## src/rtl/uart_pinbus_ctrl.sv

```systemverilog
// uart_pinbus_ctrl: pin-bus command sequencer driving the UART TX/RX FIFOs,
// baud divisor and data-pin direction, with sticky overflow/underflow flags.
module uart_pinbus_ctrl #(
    parameter logic [15:0] DefaultRate = 16'd5207,
    parameter logic [15:0] Rate1       = 16'd16384,
    parameter logic [15:0] Rate2       = 16'd34816,
    parameter logic [15:0] Rate3       = 16'd53248,
    parameter int          HoldCycles  = 4,
    parameter int          ClearCycles = 2
) (
    input  logic        clk,
    input  logic        reset,
    input  logic        cmd_valid,
    input  logic [1:0]  cmd,
    output logic        cmd_ready,
    input  logic [7:0]  data_in,
    output logic [7:0]  data_out,
    output logic        data_oe,
    output logic        txf_wen,
    output logic [7:0]  txf_wdata,
    input  logic        txf_full,
    output logic        rxf_ren,
    input  logic [7:0]  rxf_rdata,
    input  logic        rxf_empty,
    input  logic        tx_busy,
    output logic        fifo_clear,
    output logic [15:0] rate,
    output logic        rate_load,
    output logic        cmd_err,
    output logic        ovf,
    output logic        udf
);
    typedef enum logic [2:0] {IDLE, WR_ACK, RD_HOLD, CLR_WAIT, CLR_PULSE} state_t;
    localparam logic [1:0] C_SET_RATE = 2'b00, C_WRITE = 2'b01, C_READ = 2'b10, C_CLEAR = 2'b11;

    state_t      r_state, w_state;
    logic [7:0]  r_cnt, w_cnt;
    logic [7:0]  r_data_out, w_data_out, r_txf_wdata, w_txf_wdata;
    logic [15:0] r_rate, w_rate;
    logic        r_data_oe, w_data_oe, r_txf_wen, w_txf_wen, r_rxf_ren, w_rxf_ren;
    logic        r_fifo_clear, w_fifo_clear, r_rate_load, w_rate_load;
    logic        r_cmd_err, w_cmd_err, r_ovf, w_ovf, r_udf, w_udf;
    logic        w_accept;
    logic [15:0] w_rate_sel;

    assign cmd_ready  = (r_state == IDLE);
    assign w_accept   = cmd_valid && cmd_ready;
    assign w_rate_sel = data_in[1] ? (data_in[0] ? Rate3 : Rate2) : (data_in[0] ? Rate1 : DefaultRate);

    always_comb begin
        w_state      = r_state;
        w_cnt        = r_cnt;
        w_data_out   = r_data_out;
        w_data_oe    = r_data_oe;
        w_txf_wen    = 1'b0;
        w_txf_wdata  = r_txf_wdata;
        w_rxf_ren    = 1'b0;
        w_fifo_clear = r_fifo_clear;
        w_rate       = r_rate;
        w_rate_load  = 1'b0;
        w_cmd_err    = 1'b0;
        w_ovf        = r_ovf;
        w_udf        = r_udf;
        case (r_state)
            IDLE: if (w_accept) begin
                case (cmd)
                    C_SET_RATE: begin
                        w_rate      = w_rate_sel;
                        w_rate_load = 1'b1;
                    end
                    C_WRITE: if (txf_full) begin
                        w_cmd_err = 1'b1;
                        w_ovf     = 1'b1;
                    end else begin
                        w_txf_wdata = data_in;
                        w_txf_wen   = 1'b1;
                        w_state     = WR_ACK;
                    end
                    C_READ: if (rxf_empty) begin
                        w_cmd_err = 1'b1;
                        w_udf     = 1'b1;
                    end else begin
                        w_data_out = rxf_rdata;
                        w_rxf_ren  = 1'b1;
                        w_data_oe  = 1'b1;
                        w_cnt      = 8'(HoldCycles - 1);
                        w_state    = RD_HOLD;
                    end
                    C_CLEAR: w_state = CLR_WAIT;
                    default: w_state = IDLE;
                endcase
            end
            WR_ACK: w_state = IDLE;
            RD_HOLD: if (r_cnt == 8'd0) begin
                w_data_oe  = 1'b0;
                w_data_out = 8'h00;
                w_state    = IDLE;
            end else begin
                w_cnt = r_cnt - 8'd1;
            end
            // Never times out: the clear must not cut a frame the transmitter is shifting.
            CLR_WAIT: if (!tx_busy) begin
                w_fifo_clear = 1'b1;
                w_cnt        = 8'(ClearCycles - 1);
                w_ovf        = 1'b0;
                w_udf        = 1'b0;
                w_state      = CLR_PULSE;
            end
            CLR_PULSE: if (r_cnt == 8'd0) begin
                w_fifo_clear = 1'b0;
                w_state      = IDLE;
            end else begin
                w_cnt = r_cnt - 8'd1;
            end
            default: w_state = IDLE;
        endcase
    end

    always_ff @(posedge clk or posedge reset) begin
        if (reset) begin
            r_state      <= IDLE;
            r_cnt        <= 8'd0;
            r_data_out   <= 8'h00;
            r_data_oe    <= 1'b0;
            r_txf_wen    <= 1'b0;
            r_txf_wdata  <= 8'h00;
            r_rxf_ren    <= 1'b0;
            r_fifo_clear <= 1'b0;
            r_rate       <= DefaultRate;
            r_rate_load  <= 1'b0;
            r_cmd_err    <= 1'b0;
            r_ovf        <= 1'b0;
            r_udf        <= 1'b0;
        end else begin
            r_state      <= w_state;
            r_cnt        <= w_cnt;
            r_data_out   <= w_data_out;
            r_data_oe    <= w_data_oe;
            r_txf_wen    <= w_txf_wen;
            r_txf_wdata  <= w_txf_wdata;
            r_rxf_ren    <= w_rxf_ren;
            r_fifo_clear <= w_fifo_clear;
            r_rate       <= w_rate;
            r_rate_load  <= w_rate_load;
            r_cmd_err    <= w_cmd_err;
            r_ovf        <= w_ovf;
            r_udf        <= w_udf;
        end
    end

    assign data_out   = r_data_out;
    assign data_oe    = r_data_oe;
    assign txf_wen    = r_txf_wen;
    assign txf_wdata  = r_txf_wdata;
    assign rxf_ren    = r_rxf_ren;
    assign fifo_clear = r_fifo_clear;
    assign rate       = r_rate;
    assign rate_load  = r_rate_load;
    assign cmd_err    = r_cmd_err;
    assign ovf        = r_ovf;
    assign udf        = r_udf;
endmodule

```

## config.mk

```make
export PLATFORM = sky130hd
export DESIGN_NAME = uart_pinbus_ctrl
export DESIGN_NICKNAME = d
export VERILOG_FILES = /design/src/rtl/uart_pinbus_ctrl.sv
export SDC_FILE = /design/constraint.sdc
export NUM_CORES = 1
export LEC_CHECK = 0
export ABC_AREA = 0
export ABC_CLOCK_PERIOD_IN_PS = 2200
export CORE_MARGIN = 2
export CORE_UTILIZATION = 40
export CTS_CLUSTER_DIAMETER = 200
export DETAILED_ROUTE_END_ITERATION = 16
export PLACE_DENSITY = 0.71
export SETUP_SLACK_MARGIN = 0.1
export SLEW_MARGIN = 20
export SYNTH_ARGS = -nofsm -noshare
export SYNTH_HDL_FRONTEND = slang
export SYNTH_SLANG_ARGS = --single-unit
```

## constraint.sdc

```tcl
create_clock -name clk -period 2.2 [get_ports clk]
set_input_delay 0.44 -clock clk [delete_from_list [all_inputs] [get_ports clk]]
set_output_delay 0.44 -clock clk [all_outputs]
set_load 0.02 [all_outputs]
```

Run 1, PDN straps and rails:
The bar under the picture is 20 µm long. Pins as bars on the die edge.
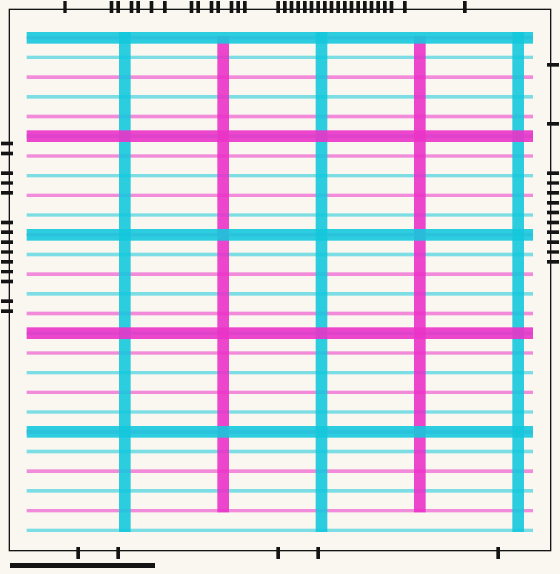
- VSS: cyan
- VDD: magenta
- rows: 25
- signal pins: 65
- met1 rails: 26

Run 1, metal 3:
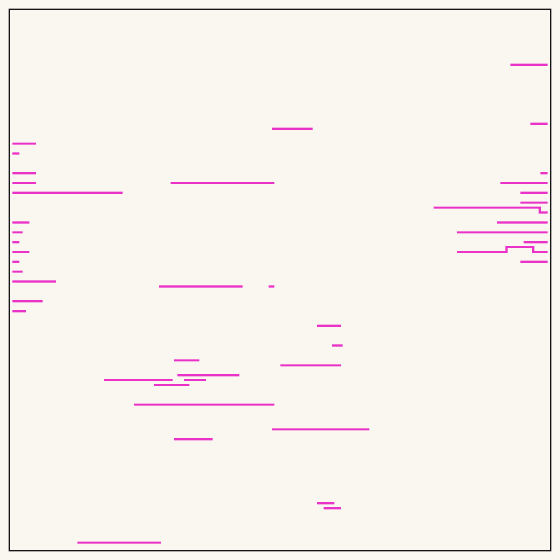
- main direction: horizontal
- longest straight run: 19.1 µm
- share of all routed wire: 5.2%
- nets with wire on the layer: 35
- wire length on this layer: 243 µm

Run 1, the clock network:
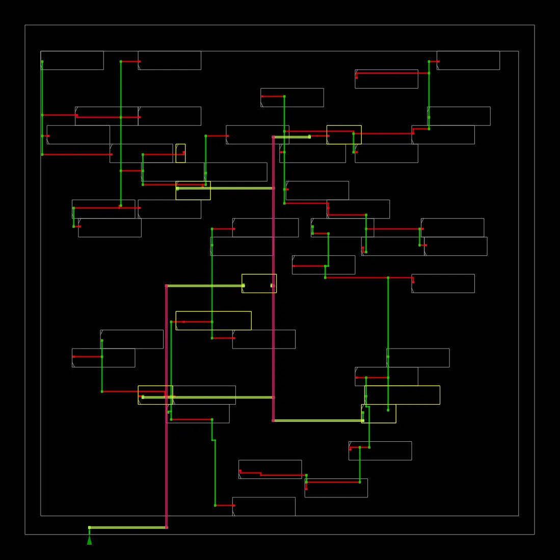
Clock Sinks: 40
Flop Count: 40

==> run summary, run 1 <==
flow finished, numbers: Vias 1,612, Hold Worst Slack 481 ps, total track usage 17.1%, critical path class register to register, gpl congestion 0.768, Leakage 0.00132 µW, fin. max-slew vios 0, YS chip area 0.00199 mm², cell count in the Yosys report 179, Slew headroom 66.4%, global-route wire length before repair 7070 µm, endpoints failing hold 0, FP Core Util 41.9%, worst vdd ir 0.625 mV, Seq pwr share 31.6%, post-layout min period 2060 ps, and+or+nand+nor area frac 15.5%, Dominant comb cell simple AND/OR/NAND/NOR gates, MUX share of area 6.29%, number of global-route vias before repair 1,476, H-tree levels 2, ANT nets after route 0, CTS Hold Bufs 0, Reg clk slew, reported paths 80 ps, Cell Type Count 48, XOR-XNOR Cells, Area Fraction 0.440%, dpl hpwl 3230 µm, Synthesis Warnings 0, synthesized area 0.00199 mm², CTS tree built, number of max-cap violations 0, Tool Warnings 31, TritonCTS Buffers 5, crit path DRT 2430 ps, combinational cell fraction of total power 50.0%, Post-synth seq share 50.4%, clk_lat worst skew 300 ps, Setup WS post-layout 142 ps, Worst setup EP type register, drt first-iter violations 48, Die ar. 0.00556 mm², aoi share 14.6%, nets@finish 284, first drt pass iteration count 5, Setup TNS Final 0 ps, RSZ-0062 raised after global routing true, Mapped Cells 179, remaining global-route overflow 0, Cell Pwr Density 1340 mW/mm², Area Growth Syn to Fin 46.3%, Port Buffers 58, # setup viols final 0, share of layout cells above drive strength 1 24.0%, DRT Wirelength 4630 µm, core footprint 0.00475 mm², Tightest Hold Check Type register to register, initial antenna violation count 0, row cnt 25, NetSw 1440 µW, DRC viols 0, Tcrit/Tclk final 93.6%, Commonest flop dfrtp_1, outcome completed, Setup WS pre-CTS -333 ps, fmax 486 MHz, Synth async-reset ratio 100%, root buffer cell clkbuf_8, WL/cell 14.4 µm, CP max FO 4, switch share 36.9%, Final Skew 5.72 ps, # IOs 65, Cell Int Power 2450 µW, #FFs+latches synth 40, fin util 61.2%, yosys adder share 4.40%, worst path arrival time 2290 ps, Die H 74.5 µm, Clock power frac 18.4%, DIE WIDTH 74.5 µm, DR vias/cell 5.02, syn avg cell area 11.1 µm², largest net degree at the start of global routing 41, CTS max path bufs 2, diode count 0, Slew @ Worst Pin 504 ps, CP startpoint kind register, number of enable flip-flop cells 0
## run 1: through the flow
step	power, µW	instances	instance area, µm²
floorplan	2310	184	2010
global placement	3080	309	2690
detailed placement	3110	309	2690
CTS	3890	320	2880
global route	4120	321	2910
finish	3890	321	2910
## run 1: path summary, 6_finish.rpt
kind                       cells after the start           to      from  slack (ps)
setup / recovery                               6     r_cnt[6]  r_cnt[0]         140
hold / removal                                 2     rate[12]  rate[12]         480
setup reg to reg                               6     r_cnt[6]  r_cnt[0]         140
hold reg to reg                                2     rate[12]  rate[12]         480
max in group asynchronous                      3     rate[12]     reset        1270
min in group asynchronous                      3  data_out[3]     reset         560
## run 1: flip-flops by register name, summed over array words and instances (netlist names), 3 cells and up
name	flops
data_out	8
r_cnt	8
txf_wdata	8
rate	5
r_state	3
## run 1: cell usage in the layout (no fill, tap or decap), drive strengths merged, types with 2 or more instances in the layout
cell | Yosys | layout
clkdlybuf4s50 | 0 | 55
dfrtp | 38 | 38
buf | 16 | 21
nor2 | 12 | 12
inv | 12 | 12
a22o | 9 | 9
mux2 | 9 | 9
a21oi | 9 | 9
nand2 | 8 | 8
o21ai | 7 | 7
ha | 7 | 7
conb | 1 | 6
clkbuf | 2 | 6
or4 | 5 | 5
or3 | 4 | 4
o31ai | 4 | 4
nand2b | 4 | 4
nor3 | 3 | 3
nand3b | 2 | 2
mux2i | 2 | 2
a32o | 2 | 2
bufinv | 0 | 2
dlymetal6s2s | 0 | 2
dfstp | 2 | 2
a221o | 1 | 2
or3b | 2 | 2
nor4 | 2 | 2
## run 1: synthesized netlist by cell type (3+ instances only)
library cell  count  area share [%]
or4_1             3             1.1
o21ai_0           7             1.8
buf_4            12             4.5
nor2_1           11             2.1
nor3_1            3            0.75
a22o_1            9             4.0
dfrtp_1          38              48
nand2b_1          3            0.94
a21oi_1           8             2.0
inv_1            12             2.3
or3_1             4             1.3
nand2_1           8             1.5
ha_1              7             4.4
buf_2             4             1.0
o31ai_1           4             1.5
mux2_2            8             4.5
## run 1: critical path, cell delays in order (launching register included)
cell and delay (ps):
dfrtp_1 400, inv_1 100, ha_2 210, nand2b_1 120, or4_2 580, or4_4 440
a21oi_2 140
## run 1: power by group through the flow
stage	clock network (µW)	logic, µW	registers, µW
2_1_floorplan	0	845	1470
6_report	717	1940	1230
3_3_place_gp	0	1850	1230
4_1_cts	732	1930	1230
5_1_grt	759	2100	1270
3_5_place_dp	0	1870	1240
## run 1: cell type report
class                           count  area (µm²)
Clock buffer                        6        72.6
Sequential cell                    40        1000
Timing Repair Buffer               79         742
Inverter                           12        45.0
Clock inverter                      2        60.1
Multi-Input combinational cell    115         905
Tap cell                           67        83.8
Fill cell                         402        1840
## run 1: per-layer routing
layer,part of all wire [%],GRT usage (%),vias up
li1,-,-,778
met1,43,22.4,772
met2,49,26.0,50
met3,5.2,5.15,12
met4,2.7,8.13,0
met5,0,0,-
## run 1: timing repair
action                     in CTS  in global routing
setup endpoints to repair      10                  6
buffers inserted                2                  1
resized                         9                  7
cloned                          1                  0
pin swaps                       2                  2
Run 1, M2 wires:
The bar under the picture is 20 µm long.
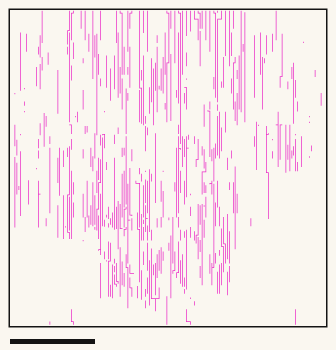

==> run 1 -> run 2 <==
--- a/config.mk
+++ b/config.mk
@@ -7,11 +7,13 @@
 export LEC_CHECK = 0
 export ABC_AREA = 0
 export ABC_CLOCK_PERIOD_IN_PS = 2200
+export CELL_PAD_IN_SITES_DETAIL_PLACEMENT = 1
+export CELL_PAD_IN_SITES_GLOBAL_PLACEMENT = 2
 export CORE_MARGIN = 2
-export CORE_UTILIZATION = 40
+export CORE_UTILIZATION = 28
 export CTS_CLUSTER_DIAMETER = 200
 export DETAILED_ROUTE_END_ITERATION = 16
-export PLACE_DENSITY = 0.71
+export PLACE_DENSITY_LB_ADDON = 0.1
 export SETUP_SLACK_MARGIN = 0.1
 export SLEW_MARGIN = 20
 export SYNTH_ARGS = -nofsm -noshare
Run 2, M2 wires:
The bar under the picture is 20 µm long.
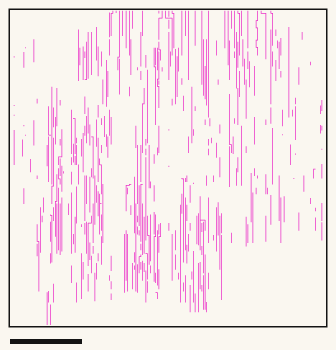
- main direction: vertical
- nets with wire on the layer: 262
- wire length on this layer: 2,650 µm

==> run summary, run 2 <==
flow finished, numbers: Cell Type Count 48 (unchanged), Cell Int Power 2380 µW (was 2450 µW), outcome completed (unchanged), number of enable flip-flop cells 0 (unchanged), switch share 38.4% (was 36.9%), post-layout min period 2030 ps (was 2060 ps), CTS max path bufs 2 (unchanged), ANT nets after route 0 (unchanged), largest net degree at the start of global routing 41 (unchanged), Final Skew 5.05 ps (was 5.72 ps), Top Layout Cells clkdlybuf4s50_1, dfrtp_1, buf_4 (unchanged), FF-to-FF setup slack 220 ps (was 140 ps), Tool Warnings 30 (was 31), syn avg cell area 11.1 µm² (unchanged), worst path arrival time 2240 ps (was 2290 ps), crit path DRT 2410 ps (was 2430 ps), gpl congestion 0.830 (was 0.768), FF-to-FF Start r_state[1] (was r_cnt[0]), share of layout cells above drive strength 1 24.4% (was 24.0%), CTS Hold Bufs 0 (unchanged), TritonCTS Buffers 5 (unchanged), YS chip area 0.00199 mm² (unchanged), Worst setup EP type register (unchanged), Synth async-reset ratio 100% (unchanged), crit path capture r_cnt[4] (was r_cnt[6]), worst vdd ir 0.459 mV (was 0.625 mV), Die ar. 0.00780 mm² (was 0.00556 mm²), Cell Pwr Density 1320 mW/mm² (was 1340 mW/mm²), Post-synth seq share 50.4% (unchanged), Slew @ Worst Pin 528 ps (was 504 ps), total track usage 15.2% (was 17.1%), Mapped Cells 179 (unchanged), DR vias/cell 4.61 (was 5.02), top cells, area dfrtp_1, buf_4, mux2_2, ha_1, a22o_1 (unchanged), synthesized area 0.00199 mm² (unchanged), Area Growth Syn to Fin 47.6% (was 46.3%), clk_lat worst skew 290 ps (was 300 ps), Tightest Hold Check Type register to register (unchanged), dpl hpwl 3910 µm (was 3230 µm), Synthesis Warnings 0 (unchanged), largest area contributor in the netlist dfrtp_1 (unchanged), first drt pass iteration count 4 (was 5), RSZ-0062 raised after global routing false (was true), H-tree levels 2 (unchanged), NetSw 1490 µW (was 1440 µW), # IOs 65 (unchanged), Slew headroom 64.8% (was 66.4%), Worst R2R Path Depth 4 (was 6), Worst R2R End r_cnt[4] (was r_cnt[6]), CP max FO 5 (was 4), Leakage 0.00131 µW (was 0.00132 µW), row cnt 30 (was 25), initial antenna violation count 0 (unchanged), Port Buffers 58 (unchanged), Commonest flop dfrtp_1 (unchanged), Clock Sinks 40 (unchanged), global-route wire length before repair 9190 µm (was 7070 µm), Setup WS pre-CTS -435 ps (was -333 ps), final non-filler cell total 354 (was 321), critical path class input port to register (was register to register), Commonest cells post-synth dfrtp_1, buf_4, inv_1, nor2_1, a22o_1 (unchanged), Tcrit/Tclk final 92.2% (was 93.6%), WL/cell 15.4 µm (was 14.4 µm), DRT Wirelength 5450 µm (was 4630 µm), #FFs+latches synth 40 (unchanged), remaining global-route overflow 0 (unchanged), number of global-route vias before repair 1,829 (was 1,476), root buffer cell clkbuf_8 (unchanged), number of max-cap violations 0 (unchanged), Reg clk slew, reported paths 80 ps (about the same), Seq pwr share 32.2% (was 31.6%), FP Core Util 29.1% (was 41.9%), endpoints failing hold 0 (unchanged), placed cells 338 (was 309), DIE WIDTH 88.3 µm (was 74.5 µm), Setup WS post-layout 171 ps (was 142 ps), Vias 1,633 (was 1,612), core footprint 0.00683 mm² (was 0.00475 mm²), launch point of the worst path cmd[0] (was r_cnt[0]), cell count in the Yosys report 179 (unchanged), Clock power frac 16.7% (was 18.4%), Die H 88.3 µm (was 74.5 µm), Commonest Layout Cell clkdlybuf4s50_1 (unchanged), CP startpoint kind input port (was register), fmax 493 MHz (was 486 MHz), CTS tree built (unchanged), DRC viols 0 (unchanged), top-count cell post-synth dfrtp_1 (unchanged), diode count 0 (unchanged), area share, top type 47.8% (unchanged), drt first-iter violations 29 (was 48), combinational cell fraction of total power 51.1% (was 50.0%), nets@finish 288 (was 284), fin. max-slew vios 0 (unchanged), # setup viols final 0 (unchanged)
-- run 2: metal layers --
layer | part of all wire, % | vias up | track usage [%] | wire length [µm]
li1 | - | 778 | - | -
met1 | 45 | 800 | 19.3 | 2480
met2 | 49 | 45 | 26.0 | 2650
met3 | 4.0 | 10 | 3.26 | 218
met4 | 1.9 | 0 | 4.82 | 105
met5 | 0 | - | 0 | 0
-- run 2: power by group through the flow --
stage                     Sequential [µW]  Combinational (µW)  Clock, µW
after detailed placement             1260                1880          0
after CTS                            1250                1960        668
final                                1250                1970        645
after floorplan                      1470                 845          0
after global routing                 1290                2130        704
after global placement               1230                1850          0
-- run 2: worst max-delay path, stage by stage --
cell           delay (ps)
dlygate4sd2_1         260
inv_1                  80
ha_2                  180
nand3b_1              130
a221o_2               440
or4b_1                510
a21oi_1               190
-- run 2: worst min path at each step --
stage               endpoint     start  slack (ps)  cells after the start
floorplan           rate[12]  rate[12]         510                      2
detailed placement  rate[14]  rate[14]         480                      2
finish              rate[14]  rate[14]         490                      2
global route        rate[14]  rate[14]         530                      2
global placement    rate[14]  rate[14]         470                      2
CTS                 rate[14]  rate[14]         500                      2
-- run 2: area by class of cell --
class                      instances  area (µm²)
inverter                          12        45.0
timing repair buffer              83         764
fill                             767        3890
tap                               96         120
clock buffer                       6        82.6
sequential                        40        1000
clock inverter                     2        38.8
multi-input combinational        115         885
-- run 2: per-stage QoR --
stage | total power, µW | util, % | TNS [ps] | hold slack (ps) | cell area, µm²
final | 3870 | 43.0 | 0 | 488 | 2940
after global routing | 4130 | 43.0 | 0 | 528 | 2940
after CTS | 3880 | 42.6 | 0 | 501 | 2910
after detailed placement | 3130 | 39.9 | -3130 | 482 | 2730
after global placement | 3080 | 39.9 | -2240 | 467 | 2730
after floorplan | 2310 | - | 0 | 513 | 2010
-- run 2: cell families (layout without fill, tap and decap cells) --
family,Yosys count,count (layout),synth area share [%]
compound gates,40,41,14.6
xor+xnor,1,1,0.440
fa+ha+maj,7,7,4.40
buf+inv,30,103,8.17
flops,40,40,50.4
mux,11,11,6.29
other cells,1,6,0.188
simple gates,49,49,15.5
-- run 2: what timing repair did --
action | 4_1_cts | 5_1_grt
resized | 9 | 4
pin swaps | 4 | 0
buffers inserted | 5 | 2
gates cloned | 1 | 0
setup endpoints to repair | 11 | 4
No activity file was given, so power comes from the tool's default toggle rates.
